--- src/rtl/mem_4_3_bist.sv ---
// March C- BIST controller for the 4x3 mem_4_3 macro: drives the macro pins, checks every read, reports pass/fail.
// Optional first-failure log (fail_addr/fail_exp/fail_act/fail_elem) is compiled in with MEM_BIST_FAIL_LOG_EN.
module mem_4_3_bist #(
    parameter int                DATA_W = 3,
    parameter int                ADDR_W = 2,
    parameter logic [DATA_W-1:0] BG     = 3'b000
) (
    input  logic              clk,
    input  logic              rst_n,
    input  logic              start,
    output logic              busy,
    output logic              done,
    output logic              fail,
    output logic [DATA_W-1:0] mem_i,
    output logic [ADDR_W-1:0] mem_a,
    output logic              mem_cs,
    output logic              mem_rd,
    output logic              mem_oe,
    input  logic [DATA_W-1:0] mem_o
`ifdef MEM_BIST_FAIL_LOG_EN
    ,
    output logic [ADDR_W-1:0] fail_addr,
    output logic [DATA_W-1:0] fail_exp,
    output logic [DATA_W-1:0] fail_act,
    output logic [2:0]        fail_elem
`endif
);

    typedef enum logic [1:0] {IDLE, RUN, DONE} state_t;

    state_t            state_q, state_d;
    logic [2:0]        elem_q, elem_d, elem_n;
    logic [ADDR_W-1:0] addr_q, addr_d, end_addr;
    logic              rd_q, rd_d;
    logic              busy_d, done_d, fail_d;
    logic [DATA_W-1:0] mem_i_d;
    logic [ADDR_W-1:0] mem_a_d;
    logic              mem_cs_d, mem_rd_d, mem_oe_d;
    logic              mismatch, last;
`ifdef MEM_BIST_FAIL_LOG_EN
    logic [ADDR_W-1:0] fail_addr_d;
    logic [DATA_W-1:0] fail_exp_d, fail_act_d;
    logic [2:0]        fail_elem_d;
`endif

    // Elements 2 and 4 read the complement; 1 and 3 write it; 3 and 4 walk downwards.
    function automatic logic [DATA_W-1:0] read_pat(input logic [2:0] e);
        return (e == 3'd2 || e == 3'd4) ? ~BG : BG;
    endfunction

    function automatic logic [DATA_W-1:0] write_pat(input logic [2:0] e);
        return (e == 3'd1 || e == 3'd3) ? ~BG : BG;
    endfunction

    function automatic logic is_down(input logic [2:0] e);
        return (e == 3'd3 || e == 3'd4);
    endfunction

    always_comb begin
        state_d  = state_q;
        elem_d   = elem_q;
        addr_d   = addr_q;
        rd_d     = rd_q;
        busy_d   = busy;
        done_d   = done;
        fail_d   = fail;
        mem_i_d  = '0;
        mem_a_d  = '0;
        mem_cs_d = 1'b0;
        mem_rd_d = 1'b1;
        mem_oe_d = 1'b0;
        mismatch = 1'b0;
        last     = 1'b0;
        elem_n   = 3'(elem_q + 3'd1);
        end_addr = is_down(elem_q) ? '0 : '1;
`ifdef MEM_BIST_FAIL_LOG_EN
        fail_addr_d = fail_addr;
        fail_exp_d  = fail_exp;
        fail_act_d  = fail_act;
        fail_elem_d = fail_elem;
`endif
        case (state_q)
            IDLE, DONE: begin
                if (start) begin
                    state_d = RUN;
                    elem_d  = 3'd0;
                    addr_d  = '0;
                    rd_d    = 1'b0;
                    busy_d  = 1'b1;
                    done_d  = 1'b0;
                    fail_d  = 1'b0;
`ifdef MEM_BIST_FAIL_LOG_EN
                    fail_addr_d = '0;
                    fail_exp_d  = '0;
                    fail_act_d  = '0;
                    fail_elem_d = '0;
`endif
                end
            end
            RUN: begin
                mismatch = rd_q && (mem_o !== read_pat(elem_q));
                if (mismatch) begin
                    fail_d = 1'b1;
`ifdef MEM_BIST_FAIL_LOG_EN
                    if (!fail) begin
                        fail_addr_d = addr_q;
                        fail_exp_d  = read_pat(elem_q);
                        fail_act_d  = mem_o;
                        fail_elem_d = elem_q;
                    end
`endif
                end
                // Read-then-write elements stay on the address for the write half.
                if (rd_q && elem_q != 3'd5) begin
                    rd_d = 1'b0;
                end else if (addr_q == end_addr) begin
                    if (elem_q == 3'd5) begin
                        last = 1'b1;
                    end else begin
                        elem_d = elem_n;
                        addr_d = is_down(elem_n) ? '1 : '0;
                        rd_d   = 1'b1;
                    end
                end else begin
                    addr_d = is_down(elem_q) ? addr_q - ADDR_W'(1) : addr_q + ADDR_W'(1);
                    rd_d   = (elem_q != 3'd0);
                end
                if (last) begin
                    state_d = DONE;
                    busy_d  = 1'b0;
                    done_d  = 1'b1;
                end
            end
            default: state_d = IDLE;
        endcase

        if (state_d == RUN) begin
            mem_cs_d = 1'b1;
            mem_a_d  = addr_d;
            mem_rd_d = rd_d;
            mem_oe_d = rd_d;
            mem_i_d  = rd_d ? '0 : write_pat(elem_d);
        end
    end

    always_ff @(posedge clk or negedge rst_n) begin
        if (!rst_n) begin
            state_q <= IDLE;
            elem_q  <= 3'd0;
            addr_q  <= '0;
            rd_q    <= 1'b0;
            busy    <= 1'b0;
            done    <= 1'b0;
            fail    <= 1'b0;
            mem_i   <= '0;
            mem_a   <= '0;
            mem_cs  <= 1'b0;
            mem_rd  <= 1'b1;
            mem_oe  <= 1'b0;
`ifdef MEM_BIST_FAIL_LOG_EN
            fail_addr <= '0;
            fail_exp  <= '0;
            fail_act  <= '0;
            fail_elem <= '0;
`endif
        end else begin
            state_q <= state_d;
            elem_q  <= elem_d;
            addr_q  <= addr_d;
            rd_q    <= rd_d;
            busy    <= busy_d;
            done    <= done_d;
            fail    <= fail_d;
            mem_i   <= mem_i_d;
            mem_a   <= mem_a_d;
            mem_cs  <= mem_cs_d;
            mem_rd  <= mem_rd_d;
            mem_oe  <= mem_oe_d;
`ifdef MEM_BIST_FAIL_LOG_EN
            fail_addr <= fail_addr_d;
            fail_exp  <= fail_exp_d;
            fail_act  <= fail_act_d;
            fail_elem <= fail_elem_d;
`endif
        end
    end

endmodule

--- config.mk ---
export PLATFORM = sky130hd
export DESIGN_NAME = mem_4_3_bist
export DESIGN_NICKNAME = d
export VERILOG_FILES = /design/src/rtl/mem_4_3_bist.sv
export SDC_FILE = /design/constraint.sdc
export NUM_CORES = 1
export LEC_CHECK = 0
export CORE_UTILIZATION = 50
export DETAILED_ROUTE_END_ITERATION = 10
export PLACE_DENSITY = 0.76
export SLEW_MARGIN = 5
export SYNTH_ARGS = -nofsm -noshare
export SYNTH_HDL_FRONTEND = slang
export SYNTH_SLANG_ARGS = --single-unit
export TNS_END_PERCENT = 30
--- constraint.sdc ---
create_clock -name clk -period 4.4 [get_ports clk]
set_clock_uncertainty 0.2 [all_clocks]
set_input_delay 0.66 -clock clk [delete_from_list [all_inputs] [get_ports clk]]
set_output_delay 0.66 -clock clk [all_outputs]
set_load 0.02 [all_outputs]
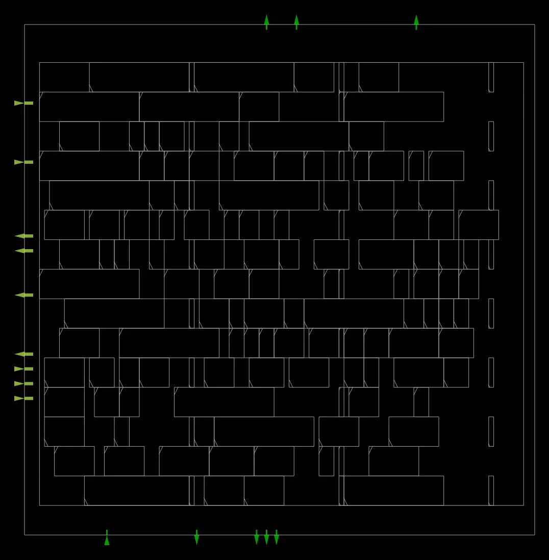
(placed standard cells)
Finished Layout Cells: 145
Flop Count: 17
Fill cells: 168
core area: 1820 µm²
Seq area share: 0.360

==> GITHUB_STEP_SUMMARY <==
### Yosys + OpenROAD results

| Metric | Value |
|---|---|
| Status | complete, no violations |
| GR Util met3 | 0.0231 |
| Placed Cells incl. Taps | 141 |
| AO/OA Area Share | 0.200 |
| Most frequent cell after synthesis | dfrtp_1 |
| Buf/Inv on CP | 1 |
| Max transition margin | 0.504 |
| Crit-path max FO | 9 |
| Mapped Cells | 108 |
| Met2 wirelength from detailed routing | 1040 µm |
| Post-synthesis cell area | 1010 µm² |
| Asr flop ratio synth | 1.00 |
| Hold Startpoint | done |
| WP data required | 4430 ps |
| WL/cell | 15.2 µm |
| Area leader share | 0.395 |
| Share of layout cells above drive strength 1 | 0.100 |
| Most common flop cell mapped by yosys | dfrtp_1 |
| Crit-path cells | inv_1 -> ha_1 -> mux2i_2 -> mux2i_1 -> nor3_2 -> mux2i_1 -> nor3b_2 |
| Sw Ratio | 0.463 |
| Chip area | 2210 µm² |
| Multi-input combinational area share | 0.439 |
| VDD IR max | 0.447 mV |
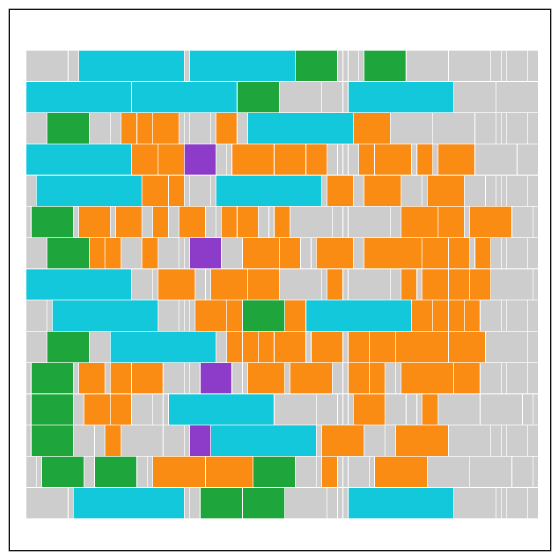
(placement by cell class)
Fill, decap, tap and diode cells in grey.
legend:
  green:
    class: other buffers and delay cells
    cells: 16
  cyan:
    class: flip-flops
    cells: 17
  orange:
    class: all other logic
    cells: 83
  purple:
    class: clock drivers and dummy loads
    cells: 4

